<file path="config.mk">
export PLATFORM = sky130hd
export DESIGN_NAME = muldiv_unit
export DESIGN_NICKNAME = d
export VERILOG_FILES = /design/src/rtl/muldiv_unit.sv
export SDC_FILE = /design/constraint.sdc
export NUM_CORES = 1
export LEC_CHECK = 0
export CAP_MARGIN = 20
export CORE_MARGIN = 3
export CORE_UTILIZATION = 50
export DETAILED_ROUTE_END_ITERATION = 16
export PLACE_DENSITY = 0.7
export SYNTH_ARGS = -nofsm -noshare
export SYNTH_HDL_FRONTEND = slang
export SYNTH_SLANG_ARGS = --single-unit
</file>
<file path="constraint.sdc">
create_clock -name clk_i -period 6 [get_ports clk_i]
set_input_delay 1.8 -clock clk_i [delete_from_list [all_inputs] [get_ports clk_i]]
set_output_delay 1.8 -clock clk_i [all_outputs]
set_load 0.01 [all_outputs]
</file>
<file path="src/rtl/muldiv_unit.sv">
// muldiv_unit: iterative multiply/divide unit sitting beside the ALU in EX.
// Owns the architectural HI/LO registers. MULT/MULTU/DIV/DIVU take 33 cycles
// (accept edge, 32 iterations, then a DONE cycle that applies the sign fix-up
// and writes back). MTHI/MTLO write HI/LO in one cycle without going busy.
//
// Ports:
//   clk_i    - clock, all state on rising edge
//   rst_ni   - asynchronous active-low reset
//   start_i  - request strobe, sampled only while idle
//   op_i     - 001 MULT, 010 MULTU, 011 DIV, 100 DIVU, 101 MTHI, 110 MTLO, else none
//   a_i      - rs operand (multiplicand / dividend / MTHI-MTLO source)
//   b_i      - rt operand (multiplier / divisor)
//   flush_i  - aborts an in-flight operation and blocks a same-cycle accept
//   busy_o   - high whenever not idle; stalls IF/ID/EX
//   done_o   - high during the DONE cycle (suppressed by flush_i)
//   hi_o     - HI register
//   lo_o     - LO register
module muldiv_unit #(
   parameter int unsigned WIDTH = 32,
   parameter int unsigned CNT_W = 5
) (
   input  logic             clk_i,
   input  logic             rst_ni,
   input  logic             start_i,
   input  logic [2:0]       op_i,
   input  logic [WIDTH-1:0] a_i,
   input  logic [WIDTH-1:0] b_i,
   input  logic             flush_i,
   output logic             busy_o,
   output logic             done_o,
   output logic [WIDTH-1:0] hi_o,
   output logic [WIDTH-1:0] lo_o
);

   localparam logic [2:0] OpMult  = 3'b001;
   localparam logic [2:0] OpMultu = 3'b010;
   localparam logic [2:0] OpDiv   = 3'b011;
   localparam logic [2:0] OpDivu  = 3'b100;
   localparam logic [2:0] OpMthi  = 3'b101;
   localparam logic [2:0] OpMtlo  = 3'b110;

   typedef enum logic [1:0] {StIdle, StRun, StDone} state_e;

   state_e               state_q, state_d;
   logic [CNT_W-1:0]     cnt_q, cnt_d;
   logic [WIDTH-1:0]     hi_q, hi_d;
   logic [WIDTH-1:0]     lo_q, lo_d;
   // Multiply: {partial product, remaining multiplier bits}.
   // Divide:   {partial remainder, dividend bits / quotient bits}.
   logic [2*WIDTH-1:0]   acc_q, acc_d;
   // Multiplicand for multiply, divisor for divide.
   logic [WIDTH-1:0]     opnd_q, opnd_d;
   logic                 is_div_q, is_div_d;
   logic                 neg_q_q, neg_q_d;  // negate product / quotient
   logic                 neg_r_q, neg_r_d;  // negate remainder

   // Operand decode at accept
   logic                 signed_op, div_op;
   logic [WIDTH-1:0]     a_mag, b_mag;

   assign signed_op = (op_i == OpMult) || (op_i == OpDiv);
   assign div_op    = (op_i == OpDiv) || (op_i == OpDivu);
   assign a_mag     = (signed_op && a_i[WIDTH-1]) ? -a_i : a_i;
   assign b_mag     = (signed_op && b_i[WIDTH-1]) ? -b_i : b_i;

   // One shift-add multiply step: add multiplicand if LSB set, shift right.
   logic [WIDTH:0]       mul_sum;
   logic [2*WIDTH-1:0]   mul_step;

   assign mul_sum  = {1'b0, acc_q[2*WIDTH-1:WIDTH]} +
                     (acc_q[0] ? {1'b0, opnd_q} : {(WIDTH+1){1'b0}});
   assign mul_step = {mul_sum, acc_q[WIDTH-1:1]};

   // One restoring divide step: shift left, trial subtract, keep if non-negative.
   logic [WIDTH:0]       div_rem_sh, div_diff;
   logic                 div_ge;
   logic [2*WIDTH-1:0]   div_step;

   assign div_rem_sh = acc_q[2*WIDTH-1:WIDTH-1];
   assign div_diff   = div_rem_sh - {1'b0, opnd_q};
   assign div_ge     = ~div_diff[WIDTH];
   assign div_step   = div_ge ? {div_diff[WIDTH-1:0], acc_q[WIDTH-2:0], 1'b1}
                              : {acc_q[2*WIDTH-2:0], 1'b0};

   // Sign fix-up applied in DONE
   logic [2*WIDTH-1:0]   prod_fix;
   logic [WIDTH-1:0]     quo_fix, rem_fix;

   assign prod_fix = neg_q_q ? -acc_q : acc_q;
   assign quo_fix  = neg_q_q ? -acc_q[WIDTH-1:0] : acc_q[WIDTH-1:0];
   assign rem_fix  = neg_r_q ? -acc_q[2*WIDTH-1:WIDTH] : acc_q[2*WIDTH-1:WIDTH];

   always_comb begin
      state_d  = state_q;
      cnt_d    = cnt_q;
      hi_d     = hi_q;
      lo_d     = lo_q;
      acc_d    = acc_q;
      opnd_d   = opnd_q;
      is_div_d = is_div_q;
      neg_q_d  = neg_q_q;
      neg_r_d  = neg_r_q;

      case (state_q)
         StIdle: begin
            if (start_i && !flush_i) begin
               case (op_i)
                  OpMthi: hi_d = a_i;
                  OpMtlo: lo_d = a_i;
                  OpMult, OpMultu, OpDiv, OpDivu: begin
                     state_d  = StRun;
                     cnt_d    = '0;
                     is_div_d = div_op;
                     if (div_op && (b_i == '0)) begin
                        // Divide by zero: subtracting zero every step leaves the
                        // raw dividend as remainder and an all-ones quotient.
                        acc_d   = {{WIDTH{1'b0}}, a_i};
                        opnd_d  = '0;
                        neg_q_d = 1'b0;
                        neg_r_d = 1'b0;
                     end else begin
                        acc_d   = {{WIDTH{1'b0}}, div_op ? a_mag : b_mag};
                        opnd_d  = div_op ? b_mag : a_mag;
                        neg_q_d = signed_op & (a_i[WIDTH-1] ^ b_i[WIDTH-1]);
                        neg_r_d = signed_op & a_i[WIDTH-1];
                     end
                  end
                  default: ;
               endcase
            end
         end
         StRun: begin
            if (flush_i) begin
               state_d = StIdle;
            end else begin
               cnt_d = cnt_q + CNT_W'(1);
               acc_d = is_div_q ? div_step : mul_step;
               if (cnt_q == CNT_W'(WIDTH - 1)) begin
                  state_d = StDone;
               end
            end
         end
         StDone: begin
            state_d = StIdle;
            if (!flush_i) begin
               hi_d = is_div_q ? rem_fix : prod_fix[2*WIDTH-1:WIDTH];
               lo_d = is_div_q ? quo_fix : prod_fix[WIDTH-1:0];
            end
         end
         default: state_d = StIdle;
      endcase
   end

   always_ff @(posedge clk_i or negedge rst_ni) begin
      if (!rst_ni) begin
         state_q  <= StIdle;
         cnt_q    <= '0;
         hi_q     <= '0;
         lo_q     <= '0;
         acc_q    <= '0;
         opnd_q   <= '0;
         is_div_q <= 1'b0;
         neg_q_q  <= 1'b0;
         neg_r_q  <= 1'b0;
      end else begin
         state_q  <= state_d;
         cnt_q    <= cnt_d;
         hi_q     <= hi_d;
         lo_q     <= lo_d;
         acc_q    <= acc_d;
         opnd_q   <= opnd_d;
         is_div_q <= is_div_d;
         neg_q_q  <= neg_q_d;
         neg_r_q  <= neg_r_d;
      end
   end

   assign busy_o = (state_q != StIdle);
   assign done_o = (state_q == StDone) && !flush_i;
   assign hi_o   = hi_q;
   assign lo_o   = lo_q;

endmodule
</file>
==> PnR_summary.wiki <==
== Flow metrics ==
{| class="wikitable"
! Metric !! Value
|-
| Worst R2R End || acc_q[61]
|-
| Fraction of the cycle the final worst path needs || 0.950
|-
| Area added between synthesis and finish || 14.1%
|-
| Most common library cells after synthesis || 225 x sky130_fd_sc_hd__nand2_1, 202 x sky130_fd_sc_hd__nor2_1, 195 x sky130_fd_sc_hd__a21oi_1, 191 x sky130_fd_sc_hd__o21ai_0, 170 x sky130_fd_sc_hd__dfrtp_1
|-
| Tally of max-capacitance violations || 0
|-
| Fraction of layout cells with a size suffix above 1 || 0.0511
|-
| Antenna diode count || 0
|-
| Clock root buffer || sky130_fd_sc_hd__clkbuf_16
|-
| Critical path origin || flush_i
|-
| Num ports || 137
|-
| Detailed-routing iteration count for the pre-antenna-repair pass || 5
|-
| Max-Slew Margin vs Limit || 0.312
|-
| Average wire per cell in the routed design || approximately 23 um
|-
| Final tally of hold violations || 0
|-
| Number of synthesized register bits || roughly 170
|-
| Cells in synth_stat.txt || about 2000
|-
| Vias after detailed routing || between 15000 and 20000
|-
| Maximum number of pins on one net before global-route repair || around 96
|-
| Met2 demand-to-capacity share in global routing || 0.491
|-
| Data arrival time of the critical path || slightly below 4000 ps
|-
| Wire length of the first global-routing pass || 83.3 mm
|-
| Synth Net Count || roughly 2100
|-
| Initial antenna violation count || 0
|-
| Most instantiated logic cells after routing || 225 x sky130_fd_sc_hd__nand2_1, 201 x sky130_fd_sc_hd__nor2_1, 195 x sky130_fd_sc_hd__a21oi_1
|-
| Mux cell area share after synthesis || 0.0397
|-
| Critical path capture point type || output port
|-
| Tally of buffers added on design ports || 136
|-
| Instance area at placement || 16900 um2
|-
| Logic depth of the worst register-to-register path || 13
|-
| Register share after synthesis || 0.278
|-
| Number of violations reported at the end of detailed-routing iteration 0 || about 1800
|-
| Yosys Chip Area || 15300 um2
|-
| Total instance count after detailed placement || between 2000 and 2500
|-
| Distinct lib cells used || 85
|-
| Total setup buffers inserted after CTS || 0
|-
| Share of the synthesized area in the top cell type || 0.278
|-
| Post-cts resize count || 0
|-
| Average size of a mapped cell || 7.69 um2
|-
| Largest non-sequential cell family by area || AND-OR/OR-AND gates
|-
| Cell taking the most area after synthesis || sky130_fd_sc_hd__dfrtp_1
|-
| Launch point of the worst reg-to-reg path || acc_q[0]
|-
| Final Critical Period || between 5000 and 6000 ps
|-
| H-tree Lvls || 4
|-
| Worst IR drop on VDD || between 0.0003 and 0.0004 V
|-
| Final setup violation count || 0
|-
| Clock-pin slew on the worst setup and hold paths || ~80 ps
|-
| Horizontal die dimension || around 180 um
|-
| Setup repair after global routing missed its margin || no
|-
| Primary flip-flop cell chosen by synthesis mapping || sky130_fd_sc_hd__dfrtp_1
|-
| Tot GR Track Use || 0.325
|-
| Cell types with the largest area share after synthesis || sky130_fd_sc_hd__dfrtp_1 28%, sky130_fd_sc_hd__a21oi_1 6.4%, sky130_fd_sc_hd__o21ai_0 6.2%
|-
| Total power per unit cell area || 415 nW/um2
|-
| Post-DP HPWL || 41.6 mm
|-
| Detailed route wirelength on metal3 || about 5.7 mm
|-
| Class of the most critical hold timing path || reg2reg
|-
| Crit path to || done_o
|-
| Pre-Place Util || 0.512
|-
| Post-synth tally of flip-flops with integrated enable || 0
|-
| OpenROAD warning count || 26
|-
| Global-route met1 utilization || 0.475
|-
| Total standard cell area after synthesis || 15300 um2
|-
| Post-synthesis async set-or-reset flop share || 1.00
|-
| Hold-fix buffers, CTS || 0
|-
| Largest fanout of any net on the critical path || 6
|-
| Critical setup path kind || in2out
|-
| Final sum of negative setup slack || 0 ps
|-
| Most instantiated logic cell after routing || sky130_fd_sc_hd__nand2_1
|-
| Pins over their slew limit || 0
|-
| Via-per-instance ratio || about 6.4
|-
| Routed length on met2 || approximately 24 mm
|-
| Run status || completed
|-
| GP Congestion || 0.990
|-
| CTS Buffer Depth || 2
|-
| Area share of xor/xnor cells in the synthesized design || 0.108
|-
| Worst Skew || between 15 and 20 ps
|-
| Simple-gate share of the synthesized area || 0.203
|-
| Worst Tran Pin Value || between 1000 and 1500 ps
|-
| Kind of start point of the critical path || input port
|-
| Vias in the first global route || around 14000
|-
| Met3 track demand over resource in global routing || 0.0606
|-
| CTS tree || yes
|-
| Floorplan die area || about 33000 um2
|-
| Routing layer with the top usage in global route || met2
|-
| Die y size || between 150 and 200 um
|-
| Wire length the detailed router placed on met1 || about 24 mm
|-
| Leakage power || 7.35 nW
|-
| Compound-cell area share of the yosys netlist || 0.262
|-
| Crit path DRT || about 4200 ps
|-
| Post-route DRC || 0
|-
| Antenna-violating nets left || 0
|-
| Highest Signal Layer || met4
|-
| Nets || approximately 2200
|-
| Aggregate routed wire length || 55.0 mm
|-
| Cell count after synthesis || 1990
|-
| Clock sink count || ~170
|}
cell type report:
| class | count | area [um2] |
|---|---|---|
| clock inverters | 14 | 146 |
| well taps | 390 | 488 |
| flip-flops and latches | 170 | 4260 |
| multi-input cells | 1631 | 10300 |
| inverters | 57 | 214 |
| repair buffers | 163 | 1590 |
| clock buffers | 18 | 439 |
| fillers | 2789 | 12400 |
flip-flops by register name, summed over array words and instances, names as in the netlist:
signal    count
acc_q        64
hi_o         32
lo_o         32
opnd_q       32
cnt_q         5
state_q       2
is_div_q      1
neg_q_q       1
neg_r_q       1
worst min path at each step:
stage          depth (start not counted)      from  endpoint  slack (ps)
3_5_place_dp                           2  cnt_q[4]  cnt_q[4]         470
6_report                               2  cnt_q[4]  cnt_q[4]         480
2_1_floorplan                          2  cnt_q[4]  cnt_q[4]         450
5_1_grt                                2  lo_o[21]  lo_o[21]         500
3_3_place_gp                           2  cnt_q[4]  cnt_q[4]         460
4_1_cts                                2  cnt_q[4]  cnt_q[4]         480
power by group:
part	internal, mW	leakage [nW]	total [mW]	switching [mW]
clock	0.568	0.287	1.14	0.570
sequential	1.47	2.14	2.04	0.565
combinational	1.75	4.93	4.07	2.32
total	3.78	7.35	7.24	3.46
critical path, cell delays in order:
cell and delay (ps):
sky130_fd_sc_hd__clkdlybuf4s50_1 560, sky130_fd_sc_hd__nor2_1 450, sky130_fd_sc_hd__o21a_1 230, sky130_fd_sc_hd__nand2_1 100, sky130_fd_sc_hd__inv_1 180, sky130_fd_sc_hd__clkdlybuf4s50_1 580
through the flow:
step,hold slack [ps],worst slack (ps),utilization,total power [mW]
final,480,299,0.584,7.24
after CTS,482,343,0.584,7.14
after global placement,457,437,0.565,5.92
after floorplan,445,1480,-,4.76
after global routing,498,237,0.584,7.72
after detailed placement,465,359,0.565,6.00
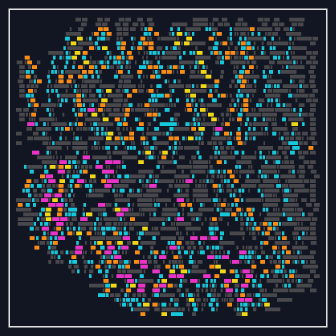
Fig. 1. Logic cells by family.
legend:
  aoi and oai cells:
    color: cyan
    cells: 585
    most_used: a21oi_1
    where: spread over the die
  mux cells:
    color: yellow
    cells: 60
    most_used: mux2i_1
  xor and xnor cells:
    color: orange
    cells: 188
    most_used: xnor2_1
    where: spread over the die
  fa/ha/maj cells:
    color: magenta
    cells: 72
    most_used: ha_1

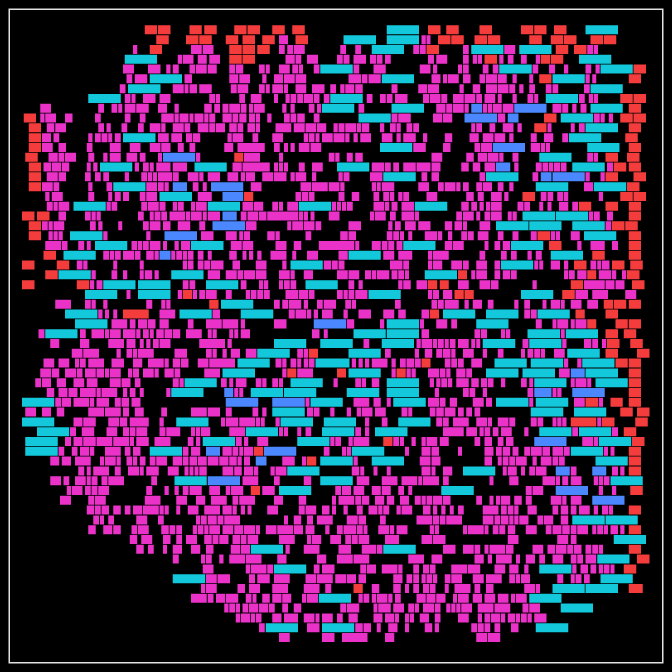
Fig. 2. Cell classes on the final placement.
legend:
  registers:
    color: cyan
    cells: 170
  remaining buffers and delay cells:
    color: red
    cells: 163
  remaining logic cells:
    color: magenta
    cells: 1688
  clock drivers and dummy loads:
    color: blue
    cells: 32
FP Rows: 63
register fraction of the total cell area: 0.244
core outline area: 29900 um2
share of the core filled with cells: 0.584
finished layout cell area: 17500 um2

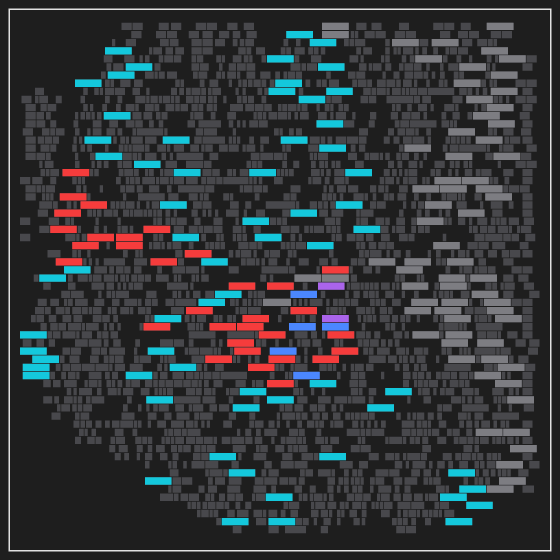
Fig. 3. Register map, names as in the netlist.
legend:
  state_q:
    color: purple
    flops: 2
  acc_q:
    color: cyan
    flops: 64
  cnt_q:
    color: blue
    flops: 5
    where: center
  opnd_q:
    color: red
    flops: 32

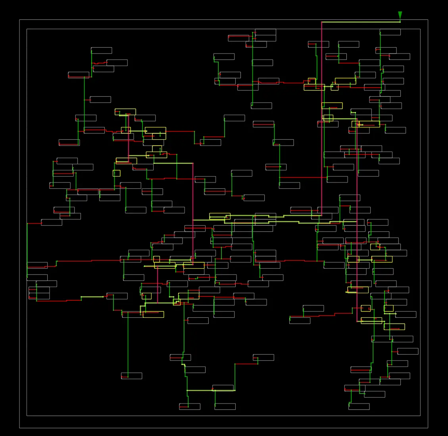
Fig. 4. The clock network.
clock group power: 1.14 mW
clock buffers created by TritonCTS: 17

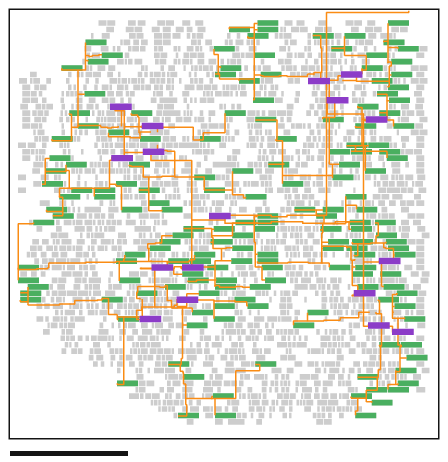
Fig. 5. Clock distribution.
Scale bar: 50 um.
legend:
  clock-net drivers:
    color: purple
    count: 17
  clock wires:
    color: orange
    length: 2520 um
  flip-flops:
    color: green
    count: 170
routed clock nets: 18
flops lie: spread over the die
latest clock arrival within the worst-skew pair: 460 ps
clock network fraction of total power: 0.157

Power figures rest on the tool's default switching activity, not on a simulated workload.
